<file path="config.mk">
export PLATFORM = sky130hd
export DESIGN_NAME = seq_multiplier_n_flat
export DESIGN_NICKNAME = d
export VERILOG_FILES = /design/src/rtl/seq_mult_pkg.sv /design/src/rtl/seq_multiplier_n_if.sv /design/src/rtl/seq_mult_addsub.sv /design/src/rtl/seq_multiplier_n.sv /design/src/flat_wrapper.sv
export SDC_FILE = /design/constraint.sdc
export NUM_CORES = 1
export LEC_CHECK = 0
export CELL_PAD_IN_SITES_DETAIL_PLACEMENT = 0
export CELL_PAD_IN_SITES_GLOBAL_PLACEMENT = 1
export CORE_MARGIN = 3
export CORE_UTILIZATION = 30
export DETAILED_ROUTE_END_ITERATION = 16
export DONT_BUFFER_PORTS = 1
export PLACE_DENSITY = 0.63
export SLEW_MARGIN = 20
export SYNTH_ARGS = -nofsm -noshare
export SYNTH_HDL_FRONTEND = slang
export SYNTH_SLANG_ARGS = --single-unit
</file>
<file path="constraint.sdc">
create_clock -name clock -period 3.6 [get_ports clock]
set_clock_uncertainty 0.2 [all_clocks]
set_input_delay 0.36 -clock clock [delete_from_list [all_inputs] [get_ports clock]]
set_output_delay 0.36 -clock clock [all_outputs]
set_load 0.02 [all_outputs]
</file>
<file path="src/rtl/seq_mult_pkg.sv">
`default_nettype none
// +-----------------------------------------------------------------------+
// | seq_mult_pkg : shared FSM state and Booth operation encodings        |
// | Rev 1.0                                                               |
// +-----------------------------------------------------------------------+
package seq_mult_pkg;

  typedef enum logic [0:0] {
    IDLE = 1'b0,
    RUN  = 1'b1
  } state_t;

  typedef enum logic [1:0] {
    OP_NONE = 2'd0,
    OP_ADD  = 2'd1,
    OP_SUB  = 2'd2
  } op_t;

endpackage
`default_nettype wire

</file>
<file path="src/rtl/seq_multiplier_n_if.sv">
`default_nettype none
// +-----------------------------------------------------------------------+
// | seq_multiplier_n_if : start/ready handshake and product bus          |
// | Rev 1.0                                                               |
// +-----------------------------------------------------------------------+
interface seq_multiplier_n_if #(
  parameter int N = 8
);
  logic             start;
  logic             signed_mode;
  logic [N-1:0]     Min;
  logic [N-1:0]     Qin;
  logic             ready;
  logic             done;
  logic [2*N-1:0]   AQ;

  modport master (
    output start, signed_mode, Min, Qin,
    input  ready, done, AQ
  );

  modport slave (
    input  start, signed_mode, Min, Qin,
    output ready, done, AQ
  );
endinterface
`default_nettype wire

</file>
<file path="src/rtl/seq_mult_addsub.sv">
`default_nettype none
// +-----------------------------------------------------------------------+
// | seq_mult_addsub : (N+1)-bit accumulator add/subtract of extended M   |
// | Rev 1.0                                                               |
// +-----------------------------------------------------------------------+
module seq_mult_addsub
  import seq_mult_pkg::*;
#(
  parameter int N = 8
) (
  input  logic [N:0]   a,
  input  logic [N-1:0] m,
  input  op_t          op,
  input  logic         mode,
  output logic [N:0]   y
);

  logic [N:0] w_m_ext;

  // Signed mode sign-extends M; unsigned mode zero-extends so the carry lands in bit N.
  assign w_m_ext = mode ? {m[N-1], m} : {1'b0, m};

  always_comb begin
    y = a;
    case (op)
      OP_ADD:  y = a + w_m_ext;
      OP_SUB:  y = a - w_m_ext;
      default: y = a;
    endcase
  end

endmodule
`default_nettype wire

</file>
<file path="src/rtl/seq_multiplier_n.sv">
`default_nettype none
// +-----------------------------------------------------------------------+
// | seq_multiplier_n : N-bit sequential shift-add / radix-2 Booth mult   |
// | Rev 1.0                                                               |
// +-----------------------------------------------------------------------+
module seq_multiplier_n
  import seq_mult_pkg::*;
#(
  parameter int N = 8
) (
  input  logic               clock,
  input  logic               reset,
  seq_multiplier_n_if.slave  bus
);

  localparam int c_CNT_W = $clog2(N + 1);

  state_t             r_state;
  logic [N:0]         r_a;
  logic [N-1:0]       r_q;
  logic [N-1:0]       r_m;
  logic               r_q1;
  logic               r_mode;
  logic [c_CNT_W-1:0] r_cnt;
  logic               r_ready;
  logic               r_done;
  logic [2*N-1:0]     r_aq;

  op_t                w_op;
  logic [N:0]         w_sum;
  logic [N:0]         w_a_sh;
  logic [N-1:0]       w_q_sh;

  always_comb begin
    w_op = OP_NONE;
    if (r_mode) begin
      case ({r_q[0], r_q1})
        2'b01:   w_op = OP_ADD;
        2'b10:   w_op = OP_SUB;
        default: w_op = OP_NONE;
      endcase
    end else if (r_q[0]) begin
      w_op = OP_ADD;
    end
  end

  seq_mult_addsub #(.N(N)) u_addsub (
    .a    (r_a),
    .m    (r_m),
    .op   (w_op),
    .mode (r_mode),
    .y    (w_sum)
  );

  // Arithmetic shift replicates A[N] in signed mode, logical shift otherwise.
  assign w_a_sh = {r_mode & w_sum[N], w_sum[N:1]};
  assign w_q_sh = {w_sum[0], r_q[N-1:1]};

  always_ff @(posedge clock or posedge reset) begin
    if (reset) begin
      r_state <= IDLE;
      r_a     <= '0;
      r_q     <= '0;
      r_m     <= '0;
      r_q1    <= 1'b0;
      r_mode  <= 1'b0;
      r_cnt   <= '0;
      r_ready <= 1'b1;
      r_done  <= 1'b0;
      r_aq    <= '0;
    end else begin
      case (r_state)
        IDLE: begin
          r_done <= 1'b0;
          if (bus.start) begin
            r_m     <= bus.Min;
            r_q     <= bus.Qin;
            r_mode  <= bus.signed_mode;
            r_a     <= '0;
            r_q1    <= 1'b0;
            r_cnt   <= c_CNT_W'(N);
            r_ready <= 1'b0;
            r_state <= RUN;
          end
        end
        RUN: begin
          r_a   <= w_a_sh;
          r_q   <= w_q_sh;
          r_q1  <= r_q[0];
          r_cnt <= r_cnt - c_CNT_W'(1);
          if (r_cnt == c_CNT_W'(1)) begin
            r_aq    <= {w_a_sh[N-1:0], w_q_sh};
            r_done  <= 1'b1;
            r_ready <= 1'b1;
            r_state <= IDLE;
          end
        end
        default: r_state <= IDLE;
      endcase
    end
  end

  assign bus.ready = r_ready;
  assign bus.done  = r_done;
  assign bus.AQ    = r_aq;

endmodule
`default_nettype wire

</file>
<file path="src/flat_wrapper.sv">
// flat-port wrapper written by rule: the top's interface ports become plain ports
module seq_multiplier_n_flat import seq_mult_pkg::*;
#(
  parameter int N = 8
)
  (clock, reset, bus_start, bus_signed_mode, bus_Min, bus_Qin, bus_ready, bus_done, bus_AQ);
  seq_multiplier_n_if #(.N(N)) bus_i ();
  input  logic clock;
  input  logic reset;
  input wire logic [$bits(bus_i.start)-1:0] bus_start;
  input wire logic [$bits(bus_i.signed_mode)-1:0] bus_signed_mode;
  input wire logic [$bits(bus_i.Min)-1:0] bus_Min;
  input wire logic [$bits(bus_i.Qin)-1:0] bus_Qin;
  output wire logic [$bits(bus_i.ready)-1:0] bus_ready;
  output wire logic [$bits(bus_i.done)-1:0] bus_done;
  output wire logic [$bits(bus_i.AQ)-1:0] bus_AQ;
  assign bus_i.start = bus_start;
  assign bus_i.signed_mode = bus_signed_mode;
  assign bus_i.Min = bus_Min;
  assign bus_i.Qin = bus_Qin;
  assign bus_ready = bus_i.ready;
  assign bus_done = bus_i.done;
  assign bus_AQ = bus_i.AQ;
  seq_multiplier_n #(.N(N)) u_core (.clock(clock), .reset(reset), .bus(bus_i));
endmodule
</file>
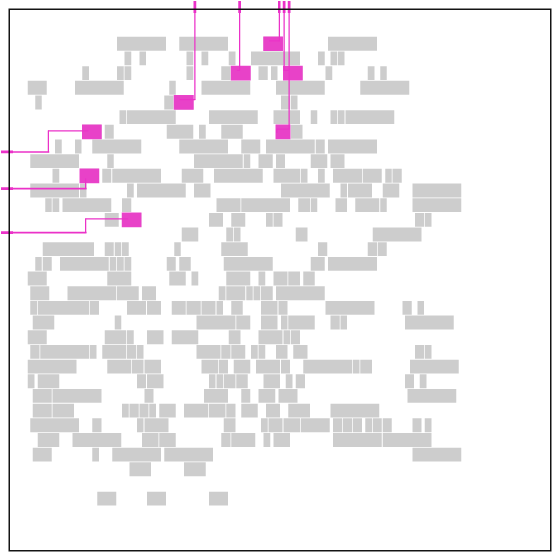
Figure 1: I/O nets highlighted.
`bus_Qin` -> magenta  # direction input, edge 5 top, 3 left, end cells 8, buffers 0, wire 131 um
I/O pin count: 38
number of buffer cells added on primary ports: 0

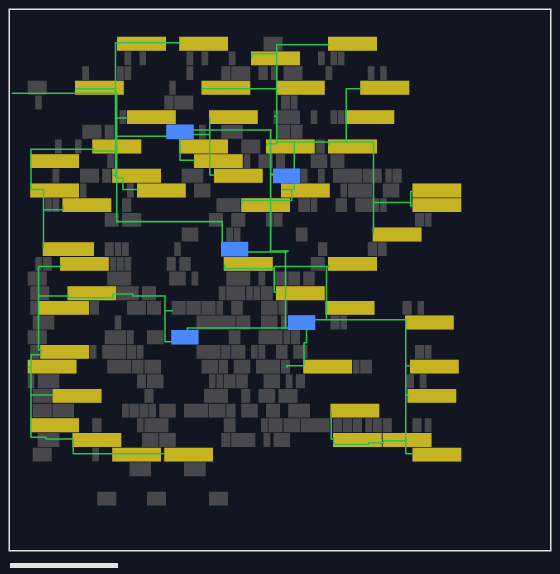
Figure 2: clock wires, drivers and flops.
Scale bar: 20 um.
flip-flops -> yellow  # count 50
clock wires -> green  # length 653 um
clock-net drivers -> blue  # count 5
flops lie = all over the die
Clock Latency Late Sink: 0.31 ns
relative contribution of the clock network to total power: 0.102
power attributed to the clock group: 348 uW

==> qor.csv <==
stage,metric,value,unit
flow_run,maxCapViolCount,0,
grt,busiest_grt_layer,met2,
run_status,status,finished clean,
power,power.total,3410,uW
grt,grt_antenna_before_repair,0,
synthesis,synth.cells.most_frequent,"sky130_fd_sc_hd__nand2_1 (55), sky130_fd_sc_hd__dfrtp_1 (49), sky130_fd_sc_hd__o21ai_0 (28)",
placement,hpwlAfterDp,4110,um
sta,setup_violations,0,
clocking,cts_tree,done,
clocking,maximum_number_of_buffers_from_clock_root_to_sink,2,
sta,post_layout_min_period,3.34,ns
sta,fmax,0.299,GHz
setup_path,worst_ep_required_time,3.57,ns
synthesis,yosys_warnings,0,
synthesis,yosysSeqAreaShare,0.472,
clocking,cts-buffers-inserted,5,
synthesis,ys_async_sr_fraction,1.00,
floorplanning,die_area,10000,um2
synthesis,post_synth_main_area_contributors,"sky130_fd_sc_hd__dfrtp_1 (46%), sky130_fd_sc_hd__nand2_1 (7.8%), sky130_fd_sc_hd__ha_1 (5.7%)",
grt,wire_length_of_the_first_global_routing_pass,10000,um
grt,overflow,0,
layout,final_instance_count_without_filler_cells,393,
layout,final_antenna_diode_count,0,
clocking,postCtsSetupRepairBufs,0,
synthesis,yosys.area.top_type,sky130_fd_sc_hd__dfrtp_1,
layout,layout_cell_share_with_drive_strength_beyond_1,0.122,
layout,final_layout_top_logic_cells,"sky130_fd_sc_hd__nand2_1 (55), sky130_fd_sc_hd__dfrtp_1 (48), sky130_fd_sc_hd__o21ai_0 (28)",
layout,finish.utilization,0.355,
synthesis,mappedNetlistNets,311,
setup_path,worst-endpoint-arrival,3.31,ns
setup_path,timing_worst_setup_path_type,flip-flop to flip-flop,
power,sequentialPowerShare,0.355,
routing,drc_errors,0,
setup_path,crit_path_start_kind,flip-flop,
clocking,tritoncts_num_sinks,50,
placement,finalWeightedCongestion,0.853,
routing,vias_per_cell,4.92,
synthesis,yosys-stat-area,2660,um2
setup_path,maximum_fanout_along_the_worst_path,9,
grt,grt_use_met1,0.180,
clocking,clockRootBuffer,sky130_fd_sc_hd__clkbuf_8,
power,internal_power,1830,uW
sta,slew-limit-headroom,0.384,
synthesis,ys.flops,50,
floorplanning,chipHeight,100,um
sta,tcrit_tclk_final,0.928,
sta,least_setup_slack_across_all_paths_after_layout,0.258,ns
setup_path,cp_top_family,multiplexers,
grt,grt_util_all_layers,0.126,
power,power_sequential,1210,uW
routing,antenna_violating_nets_post_route,0,
floorplanning,die-width,100,um
placement,number_of_placed_cells_counting_well_taps,373,
power,ir_worst_vdd,439,uV
layout,finish.net_count,320,
routing,vias,1934,
flow_run,tool_warnings,27,
power,comb_power_share,0.543,
synthesis,yosys_most_used_dff,sky130_fd_sc_hd__dfrtp_1,
grt,met3_usage,0.0327,
placement,dp_slack,0.0272,ns
sta,slew_viol_final,0,
sta,hold_ws,0.0415,ns
sta,tightest_slew,0.920,ns
placement,placement.cell_area,2770,um2
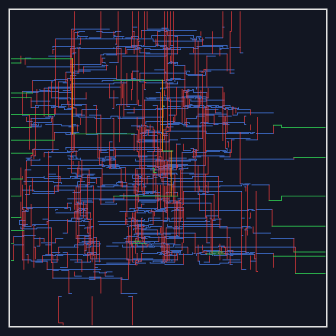
Figure 3: routed metal, one colour a layer.
M1 -> blue  # wire length 3000 um
M4 -> orange  # wire length 60.5 um
M3 -> green  # wire length 264 um
M2 -> red  # wire length 2530 um

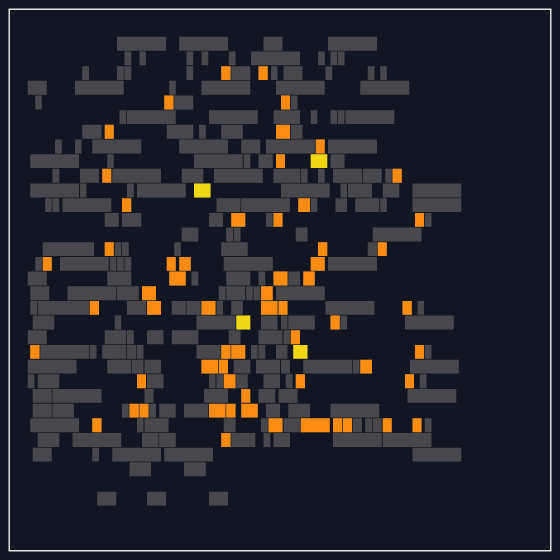
Figure 4: gate families picked out.
non-inverting ao/oa cells -> yellow  # cells 4, where centre
aoi and oai cells -> orange  # cells 60

==> per-layer routing <==
metal | vias to the layer above | share of wire | routed length (um)
met5 | - | 0 | 0
met4 | 0 | 0.010 | 60
met3 | 7 | 0.045 | 264
met2 | 37 | 0.43 | 2530
met1 | 908 | 0.51 | 3000
li1 | 982 | - | -
==> final cells by class <==
type,count,area (um2)
clock buffers,6,82.6
clock inverters,2,12.5
fillers,890,5430
inverters,15,56.3
multi-input cells,200,1310
flip-flops and latches,50,1250
well taps,105,131
repair buffers,15,140
==> path summary, 6_finish.rpt <==
check | startpoint | endpoint | slack, ns | depth (start not counted)
setup / recovery | u_core.r_mode$_DFFE_PP0P_ | u_core.bus.AQ[12]$_DFFE_PP0P_ | 0.26 | 12
hold / removal | bus_Qin[7] | u_core.r_q[7]$_DFFE_PP0P_ | 0.04 | 2
setup reg to reg | u_core.r_mode$_DFFE_PP0P_ | u_core.bus.AQ[12]$_DFFE_PP0P_ | 0.26 | 12
hold reg to reg | u_core.r_q[7]$_DFFE_PP0P_ | u_core.bus.AQ[6]$_DFFE_PP0P_ | 0.31 | 2
max in group asynchronous | reset | u_core.bus.AQ[9]$_DFFE_PP0P_ | 2.12 | 3
min in group asynchronous | reset | u_core.r_q[4]$_DFFE_PP0P_ | 0.36 | 2
==> cell families (layout without fill, tap and decap cells) <==
kind of cell	Yosys count	after routing	synth area share
AND-OR/OR-AND	64	64	0.144
XOR/XNOR	12	12	0.0396
adder cells (fa/ha/maj)	13	13	0.0641
buffers and inverters	28	38	0.0405
flip-flops	50	50	0.472
multiplexers	20	20	0.0805
AND/OR/NAND/NOR	91	91	0.160
No activity file was given, so power comes from the tool's default toggle rates.
